### src/rtl/writeback_unit.sv
// -----------------------------------------------------------------------------
// writeback_unit
//
// MEM/WB pipeline stage. It selects one of NUM_SRC result sources, optionally
// aligns and extends load data, and registers the result towards the GPR write
// port. It also provides a forwarding tap and a retired-instruction counter.
//
// Optional feature macro: WB_LOAD_ALIGN_EN
//   defined   : the memory source (MEM_SRC) is aligned and extended from the low
//               32 bits, and misaligned half/word loads are flagged.
//   undefined : the memory source passes through unmodified, load_size,
//               load_signed and byte_off are ignored, and misalign_err is 0.
//
// Ports:
//   clk, rst       clock, synchronous active-high reset
//   stall          hold every stage register (misalign_err is cleared)
//   flush          kill the incoming instruction (stage valid and gpr_we cleared)
//   in_valid       incoming instruction valid
//   src_data       packed sources, source i at [i*DATA_W +: DATA_W]
//   src_sel        source select; out-of-range selects give 0
//   reg_write      instruction writes a GPR
//   rd_addr        destination register; r0 writes are suppressed
//   load_size      00 byte, 01 half, 10/11 word
//   load_signed    sign-extend sub-word loads
//   byte_off       load address bits [1:0]
//   gpr_we/waddr/wdata   registered GPR write port
//   fwd_valid/addr/data  forwarding tap, identical to the GPR write port
//   misalign_err   one-cycle pulse for a misaligned load
//   retired        retired-instruction count, wraps at 2^32
//
// Stage protocol: there is no back-pressure output. While stall is high the
// stage holds its contents and the upstream stage must hold its instruction;
// a held gpr_we repeats the same write, which the register file absorbs.
// -----------------------------------------------------------------------------
module writeback_unit #(
    parameter  int DATA_W  = 32,
    parameter  int NUM_SRC = 4,
    parameter  int MEM_SRC = 1,
    parameter  int REG_AW  = 5,
    localparam int SEL_W   = (NUM_SRC > 1) ? $clog2(NUM_SRC) : 1
) (
    input  logic                      clk,
    input  logic                      rst,
    input  logic                      stall,
    input  logic                      flush,
    input  logic                      in_valid,
    input  logic [NUM_SRC*DATA_W-1:0] src_data,
    input  logic [SEL_W-1:0]          src_sel,
    input  logic                      reg_write,
    input  logic [REG_AW-1:0]         rd_addr,
    input  logic [1:0]                load_size,
    input  logic                      load_signed,
    input  logic [1:0]                byte_off,
    output logic                      gpr_we,
    output logic [REG_AW-1:0]         gpr_waddr,
    output logic [DATA_W-1:0]         gpr_wdata,
    output logic                      fwd_valid,
    output logic [REG_AW-1:0]         fwd_addr,
    output logic [DATA_W-1:0]         fwd_data,
    output logic                      misalign_err,
    output logic [31:0]               retired
);

    logic [DATA_W-1:0] mux_raw;
    logic [DATA_W-1:0] result;
    logic              misaligned;

    logic              valid_q;
    logic              we_q;
    logic [REG_AW-1:0] waddr_q;
    logic [DATA_W-1:0] wdata_q;
    logic              err_q;
    logic [31:0]       retired_q;

    // Source mux; a select with no matching source leaves the result at 0.
    always_comb begin
        mux_raw = '0;
        for (int i = 0; i < NUM_SRC; i++) begin
            if (src_sel == SEL_W'(i)) begin
                mux_raw = src_data[i*DATA_W +: DATA_W];
            end
        end
    end

`ifdef WB_LOAD_ALIGN_EN
    logic        mem_sel;
    logic [31:0] mem_lo;
    logic [31:0] byte_shift;
    logic [7:0]  byte_field;
    logic [15:0] half_field;
    logic [DATA_W-1:0] aligned;

    assign mem_sel = (src_sel == SEL_W'(MEM_SRC));

    // Alignment works on the low 32 bits only; the sized casts below extend
    // the extracted field to DATA_W with its sign when the cast operand is
    // signed and with zeros otherwise.
    always_comb begin
        mem_lo     = mux_raw[31:0];
        byte_shift = mem_lo >> {byte_off, 3'b000};
        byte_field = byte_shift[7:0];
        half_field = byte_off[1] ? mem_lo[31:16] : mem_lo[15:0];
        aligned    = '0;
        case (load_size)
            2'b00: aligned = load_signed ? DATA_W'($signed(byte_field)) : DATA_W'(byte_field);
            2'b01: aligned = load_signed ? DATA_W'($signed(half_field)) : DATA_W'(half_field);
            default: aligned = load_signed ? DATA_W'($signed(mem_lo)) : DATA_W'(mem_lo);
        endcase
    end

    assign result = mem_sel ? aligned : mux_raw;

    // load_size[1] covers both word encodings (10 and reserved 11).
    assign misaligned = mem_sel &&
                        (((load_size == 2'b01) && byte_off[0]) ||
                         (load_size[1] && (byte_off != 2'b00)));
`else
    assign result     = mux_raw;
    assign misaligned = 1'b0;

    logic unused_align;
    assign unused_align = ^{load_size, load_signed, byte_off};
`endif

    // Stage register: reset, then flush, then stall, then capture.
    always_ff @(posedge clk) begin
        if (rst) begin
            valid_q <= 1'b0;
            we_q    <= 1'b0;
            waddr_q <= '0;
            wdata_q <= '0;
            err_q   <= 1'b0;
        end else if (flush) begin
            // Address and data are left stale; gpr_we = 0 makes them inert.
            valid_q <= 1'b0;
            we_q    <= 1'b0;
            err_q   <= 1'b0;
        end else if (stall) begin
            // Everything holds except the error pulse, which must not repeat.
            err_q   <= 1'b0;
        end else begin
            valid_q <= in_valid;
            we_q    <= in_valid & reg_write & (rd_addr != '0) & ~misaligned;
            waddr_q <= rd_addr;
            wdata_q <= result;
            err_q   <= in_valid & misaligned;
        end
    end

    // The instruction sitting in the stage retires on any non-stalled cycle,
    // including one in which the next instruction is flushed.
    always_ff @(posedge clk) begin
        if (rst) begin
            retired_q <= '0;
        end else if (valid_q && !stall) begin
            retired_q <= retired_q + 32'd1;
        end
    end

    assign gpr_we       = we_q;
    assign gpr_waddr    = waddr_q;
    assign gpr_wdata    = wdata_q;
    assign fwd_valid    = we_q;
    assign fwd_addr     = waddr_q;
    assign fwd_data     = wdata_q;
    assign misalign_err = err_q;
    assign retired      = retired_q;

endmodule

### config.mk
export PLATFORM = sky130hd
export DESIGN_NAME = writeback_unit
export DESIGN_NICKNAME = d
export VERILOG_FILES = /design/src/rtl/writeback_unit.sv
export SDC_FILE = /design/constraint.sdc
export NUM_CORES = 1
export LEC_CHECK = 0
export CAP_MARGIN = 20
export CORE_ASPECT_RATIO = 0.75
export CORE_MARGIN = 2
export CORE_UTILIZATION = 33
export DETAILED_ROUTE_END_ITERATION = 7
export PLACE_DENSITY_LB_ADDON = 0.25
export SLEW_MARGIN = 20
export SYNTH_ARGS = -nofsm -noshare
export SYNTH_HDL_FRONTEND = slang
export SYNTH_SLANG_ARGS = --single-unit
### constraint.sdc
create_clock -name clk -period 1.9 [get_ports clk]
set_input_delay 0.57 -clock clk [delete_from_list [all_inputs] [get_ports clk]]
set_output_delay 0.57 -clock clk [all_outputs]
set_load 0.05 [all_outputs]
==> ds_physical_params.txt, run 1 <==
Summary of implementation characteristics

Parameter                              Value

Outcome
  Status .................. completed

Detailed routing
  Detailed-route vias per instance .................. slightly above 5
  Detailed-route wire length on metal 1 .................. between 5000 and 6000 um

Setup path
  Critical Setup Path Class .................. flip-flop to flip-flop
  Buffers plus inverters on the worst setup path .................. 0
  Crit path capture .................. retired[31]$_SDFFE_PP0P_
  Cell with the largest stage delay on the worst path .................. sky130_fd_sc_hd__or4_4
  CP Cell Sequence .................. nand4_1 -> or4_4 -> nor4_4 -> mux2_4

Flow run
  MaxCap Viol Count .................. 0

Clock tree
  Clock tree root driver cell .................. sky130_fd_sc_hd__clkbuf_16
  CTS tree .................. done
  CTS clock-pin slew for the worst setup and hold paths .................. 0.06 ns
  Post-CTS sizing .................. 7

Cells and area
  Leading cell kind .................. buffers
  Number of combinational gates with multiple inputs .................. 291
  Post-route cell area .................. roughly 6700 um^2
  Core occupancy in the finished layout .................. 57.5%
  Inverter count .................. 6

Timing
  Fmax .................. 542 MHz
  PnR worst setup slack .................. 0.0548 ns
  Tcrit/Tclk final .................. a little over nine tenths

Logic synthesis
  Dominant comb cell .................. simple AND/OR/NAND/NOR gates
  Number of instances in the synthesized netlist .................. between 400 and 500
  Cells in synth_stat.txt .................. 433
  Area fraction in mux cells .................. between 10% and 20%

GRT
  Global-route wire length before repair .................. 21100 um
  Met2 usage .................. 37.5%
  Maximum number of pins on one net before global-route repair .................. 47

Pwr
  Sequential logic power .................. 1.58 mW
  Top power consumer group .................. the clock network
  Combinational-cell power consumption .................. 1.04 mW

Floorplanning
  Standard cell core area .................. 11700 um^2
## run 1: Yosys cell counts (all sizes together)
cell     n  share of area [%]
xor2     8                1.8
nand4   11                1.9
mux2     3               0.85
and4b    1               0.25
inv      6               0.57
nand3b   1               0.51
nor2b    5               0.79
buf     48                8.6
nor3     4               0.51
mux4    32                 18
and2     3               0.47
and3     3               0.47
ha       1               0.32
xnor2    5                1.1
clkbuf  17                1.6
o31ai   10                1.9
or4     10                1.9
o21ai    5               0.63
a32oi    1               0.22
nor2    19                1.8
a21oi   53                6.7
and4     5                1.1
or2      2               0.32
nand2   89                8.4
mux2i    1               0.25
dfxtp   71                 36
nand3    5               0.63
conb     1              0.095
nor4     6               0.95
or4b     1               0.25
or3      6                1.1
Run 1, placement by cell class:
Drawn at 2 px/um.
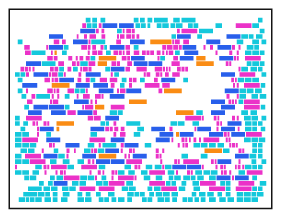
Cyan shows other buffers and delay cells, cells 278, share of their area 39%. Blue shows flops, cells 71, share of their area 22%. Orange shows clock drivers and dummy loads, cells 16, share of their area 4.8%. Magenta shows combinational and other logic, cells 297, share of their area 34%.

Run 1, sequential cells colored by netlist name:
Drawn at 2 px/um. Other sequential cells in the stronger gray, the rest of the logic in the fainter gray.
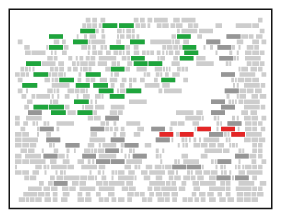
Red shows `fwd_addr`, flops 5. Green shows `retired`, flops 32.

Run 1, clock network drawn from the DEF:
Drawn at 2 px/um.
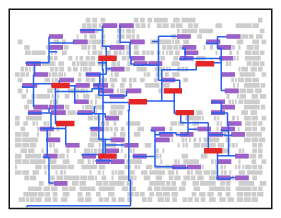
Blue shows clock wires, length 1020 um. Purple shows flip-flops, count 71. Red shows clock drivers, count 9.
There are 10 routed clock nets. Position of the flops: widely spread.

Run 1, I/O nets highlighted:
Drawn at 4 px/um.
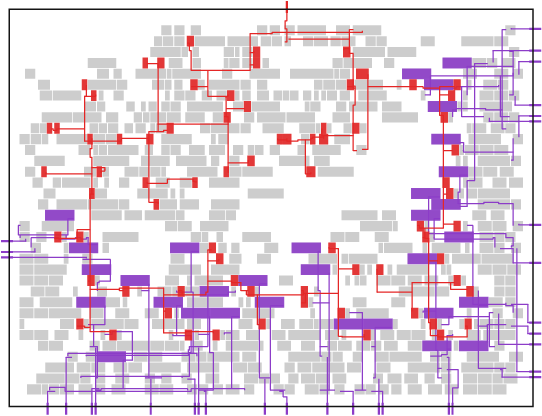
Red shows `rst`, bits 1, direction input, end cells 74, wire 747 um. Purple shows `fwd_data`, bits 32, direction output, end cells 32, wire 1340 um.

==> inputs of run 2 (changes only) <==
--- a/config.mk
+++ b/config.mk
@@ -10,6 +10,7 @@
 export CORE_MARGIN = 2
 export CORE_UTILIZATION = 33
 export DETAILED_ROUTE_END_ITERATION = 7
+export MAX_ROUTING_LAYER = met4
 export PLACE_DENSITY_LB_ADDON = 0.25
 export SLEW_MARGIN = 20
 export SYNTH_ARGS = -nofsm -noshare
==> ds_physical_params.txt, run 2 <==
Summary of implementation characteristics

Parameter                              Value

GRT
  Total Routing Usage GR .................. 21.9%
  Global-route wire length before repair .................. 21100 um (+0.13%)
  Maximum number of pins on one net before global-route repair .................. 47 (unchanged)
  Global route total overflow .................. 0

Logic synthesis
  Cells in synth_stat.txt .................. 433 (unchanged)
  Area fraction of the dominant cell type after synthesis .................. 35.9% (unchanged)
  Leading register cell type out of synthesis .................. sky130_fd_sc_hd__dfxtp_1
  Ranking of synthesized cells by area .................. sky130_fd_sc_hd__dfxtp_1 36%, sky130_fd_sc_hd__mux4_2 18%, sky130_fd_sc_hd__nand2_1 8.4%
  Asr flop ratio synth .................. 0% (unchanged)
  Post-synthesis cell type with the largest instance count .................. sky130_fd_sc_hd__nand2_1
  List of most frequent post-synthesis cells .................. 89 x sky130_fd_sc_hd__nand2_1, 71 x sky130_fd_sc_hd__dfxtp_1, 53 x sky130_fd_sc_hd__a21oi_1, 39 x sky130_fd_sc_hd__buf_4, 32 x sky130_fd_sc_hd__mux4_2
  Area leader, netlist .................. sky130_fd_sc_hd__dfxtp_1
  Synthesis Warnings .................. 0

Clock tree
  CTS tree .................. done
  Post-CTS sizing .................. 7 (unchanged)
  CTS clock-pin slew for the worst setup and hold paths .................. 0.06 ns (about the same)

Floorplanning
  Die X .................. 131 um
  Standard cell core area .................. 11700 um^2 (unchanged)

Pwr
  Top power consumer group .................. the clock network
  Sequential logic power .................. 1.58 mW (about the same)

Detailed routing
  Detailed-route wire length on metal 1 .................. 5760 um (+1.2%)
  Detailed-route vias per instance .................. 5.00 (-0.65%)

Timing
  PnR worst setup slack .................. 0.0483 ns (-0.00646 ns)
  Tcrit/Tclk final .................. 97.5% (+0.34 points)
  Fmax .................. 540 MHz (-0.35%)

Place
  DP Wirelength .................. ~11000 um

Cells and area
  Core occupancy in the finished layout .................. 57.5% (unchanged)
  Post-route cell area .................. 6700 um^2 (unchanged)

Setup path
  CP Cell Sequence .................. nand4_1 -> or4_4 -> nor4_4 -> mux2_4
  Buffers plus inverters on the worst setup path .................. 0 (unchanged)
  Crit path capture .................. retired[31]$_SDFFE_PP0P_
  Critical Setup Path Class .................. flip-flop to flip-flop

Outcome
  Status .................. completed

Hold path
  Cell depth of the worst hold path .................. 2

Flow run
  MaxCap Viol Count .................. 0 (unchanged)
## run 2: cell counts in the layout (fill, tap and decap cells not counted)
Identical to the previous run, type by type.
## run 2: cell type report
cell class,instances,area [um^2],area share (%)
inverter,6,22.5,0.336
sequential,71,1450,21.6
timing repair buffer,278,2560,38.3
tap,162,203,3.02
multi-input combinational,291,2150,32.2
clock buffer,13,270,4.03
clock inverter,3,40.0,0.597
## run 2: cell families (layout without fill, tap and decap cells)
kind of cell,count (synthesis),count (layout),synth area share (%)
adder cells (fa/ha/maj),1,1,0.316
AND/OR/NAND/NOR,171,171,21.4
flip-flops,71,71,35.9
XOR/XNOR,13,13,2.87
buffers and inverters,71,300,10.8
multiplexers,36,36,19.3
AND-OR/OR-AND,69,69,9.44
other,1,1,0.0946
Run 2, clock network drawn from the DEF:
Drawn at 2 px/um.
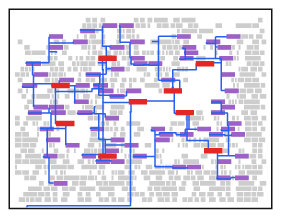
Blue shows clock wires, length 1010 um. Purple shows flip-flops, count 71. Red shows clock drivers, count 9.
There are 10 routed clock nets.

==> inputs of run 3 (changes only) <==
--- a/config.mk
+++ b/config.mk
@@ -5,6 +5,7 @@
 export SDC_FILE = /design/constraint.sdc
 export NUM_CORES = 1
 export LEC_CHECK = 0
+export ABC_AREA = 0
 export CAP_MARGIN = 20
 export CORE_ASPECT_RATIO = 0.75
 export CORE_MARGIN = 2
@@ -12,7 +13,6 @@
 export DETAILED_ROUTE_END_ITERATION = 7
 export MAX_ROUTING_LAYER = met4
 export PLACE_DENSITY_LB_ADDON = 0.25
-export SLEW_MARGIN = 20
 export SYNTH_ARGS = -nofsm -noshare
 export SYNTH_HDL_FRONTEND = slang
 export SYNTH_SLANG_ARGS = --single-unit
Run 3, I/O nets highlighted:
Drawn at 4 px/um.
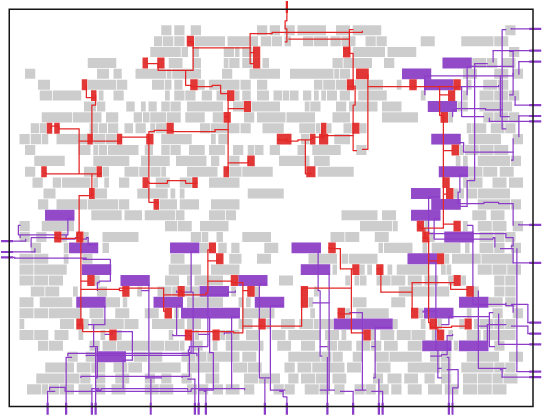
Purple shows `fwd_data`, bits 32, direction output, end cells 32, wire 1340 um. Red shows `rst`, bits 1, direction input, end cells 74, wire 743 um.

==> ds_physical_params.txt, run 3 <==
Summary of implementation characteristics

Parameter                              Value

Outcome
  Status .................. completed

Logic synthesis
  Simple share .................. 21.4% (unchanged)
  Area fraction in mux cells .................. 19.3% (unchanged)
  Area leader, netlist .................. sky130_fd_sc_hd__dfxtp_1
  Dominant comb cell .................. simple AND/OR/NAND/NOR gates
  Leading register cell type out of synthesis .................. sky130_fd_sc_hd__dfxtp_1
  Synth Area in XOR/XNOR .................. 2.87% (unchanged)
  Post-synthesis cell type with the largest instance count .................. sky130_fd_sc_hd__nand2_1

Cells and area
  Leading cell kind .................. buffers
  Area taken by flip-flops and latches .................. 1450 um^2 (unchanged)
  Buffers, non-clock .................. 278 (unchanged)
  Clock tree buffer count of the final layout .................. 13 (unchanged)
  Registers .................. 71 (unchanged)
  Clock-cell share .................. 4.63% (unchanged)
  Number of combinational gates with multiple inputs .................. 291 (unchanged)

Setup path
  Buffers plus inverters on the worst setup path .................. 0 (unchanged)
  Crit path capture .................. retired[31]$_SDFFE_PP0P_
  Critical Setup Path Class .................. flip-flop to flip-flop

Flow run
  MaxCap Viol Count .................. 0 (unchanged)

Floorplanning
  Tap cells .................. 162 (unchanged)

Detailed routing
  Detailed-route vias per instance .................. 5.00 (unchanged)
  Detailed-route wire length on metal 1 .................. 5760 um (unchanged)

GRT
  Global route total overflow .................. 0 (unchanged)

Timing
  Fmax .................. 540 MHz (unchanged)
## run 3: cell counts after synthesis
No cell type changed its count.
## run 3: repair_timing
item                                   CTS  global route
gates cloned                             1             0
resized                                  7             6
pin swaps                                3             3
buffers inserted                         0             2
setup endpoints to repair               17             4
endpoints found under the hold margin    0             0
## run 3: metrics by stage
step                      hold slack (ns)  utilization [%]  TNS (ns)  total power, mW  worst slack [ns]
after CTS                           0.478             57.2         0             4.40            0.0201
after global placement              0.462             54.3     -8.26             2.63            -0.464
after global routing                0.502             57.5  -0.00954             4.51          -0.00788
after floorplan                     0.557                -   -0.0405             2.20           -0.0405
final                               0.472             57.5         0             4.34            0.0483
after detailed placement            0.469             54.3     -9.97             2.65            -0.534
Power is estimated from default activity; no workload was simulated.
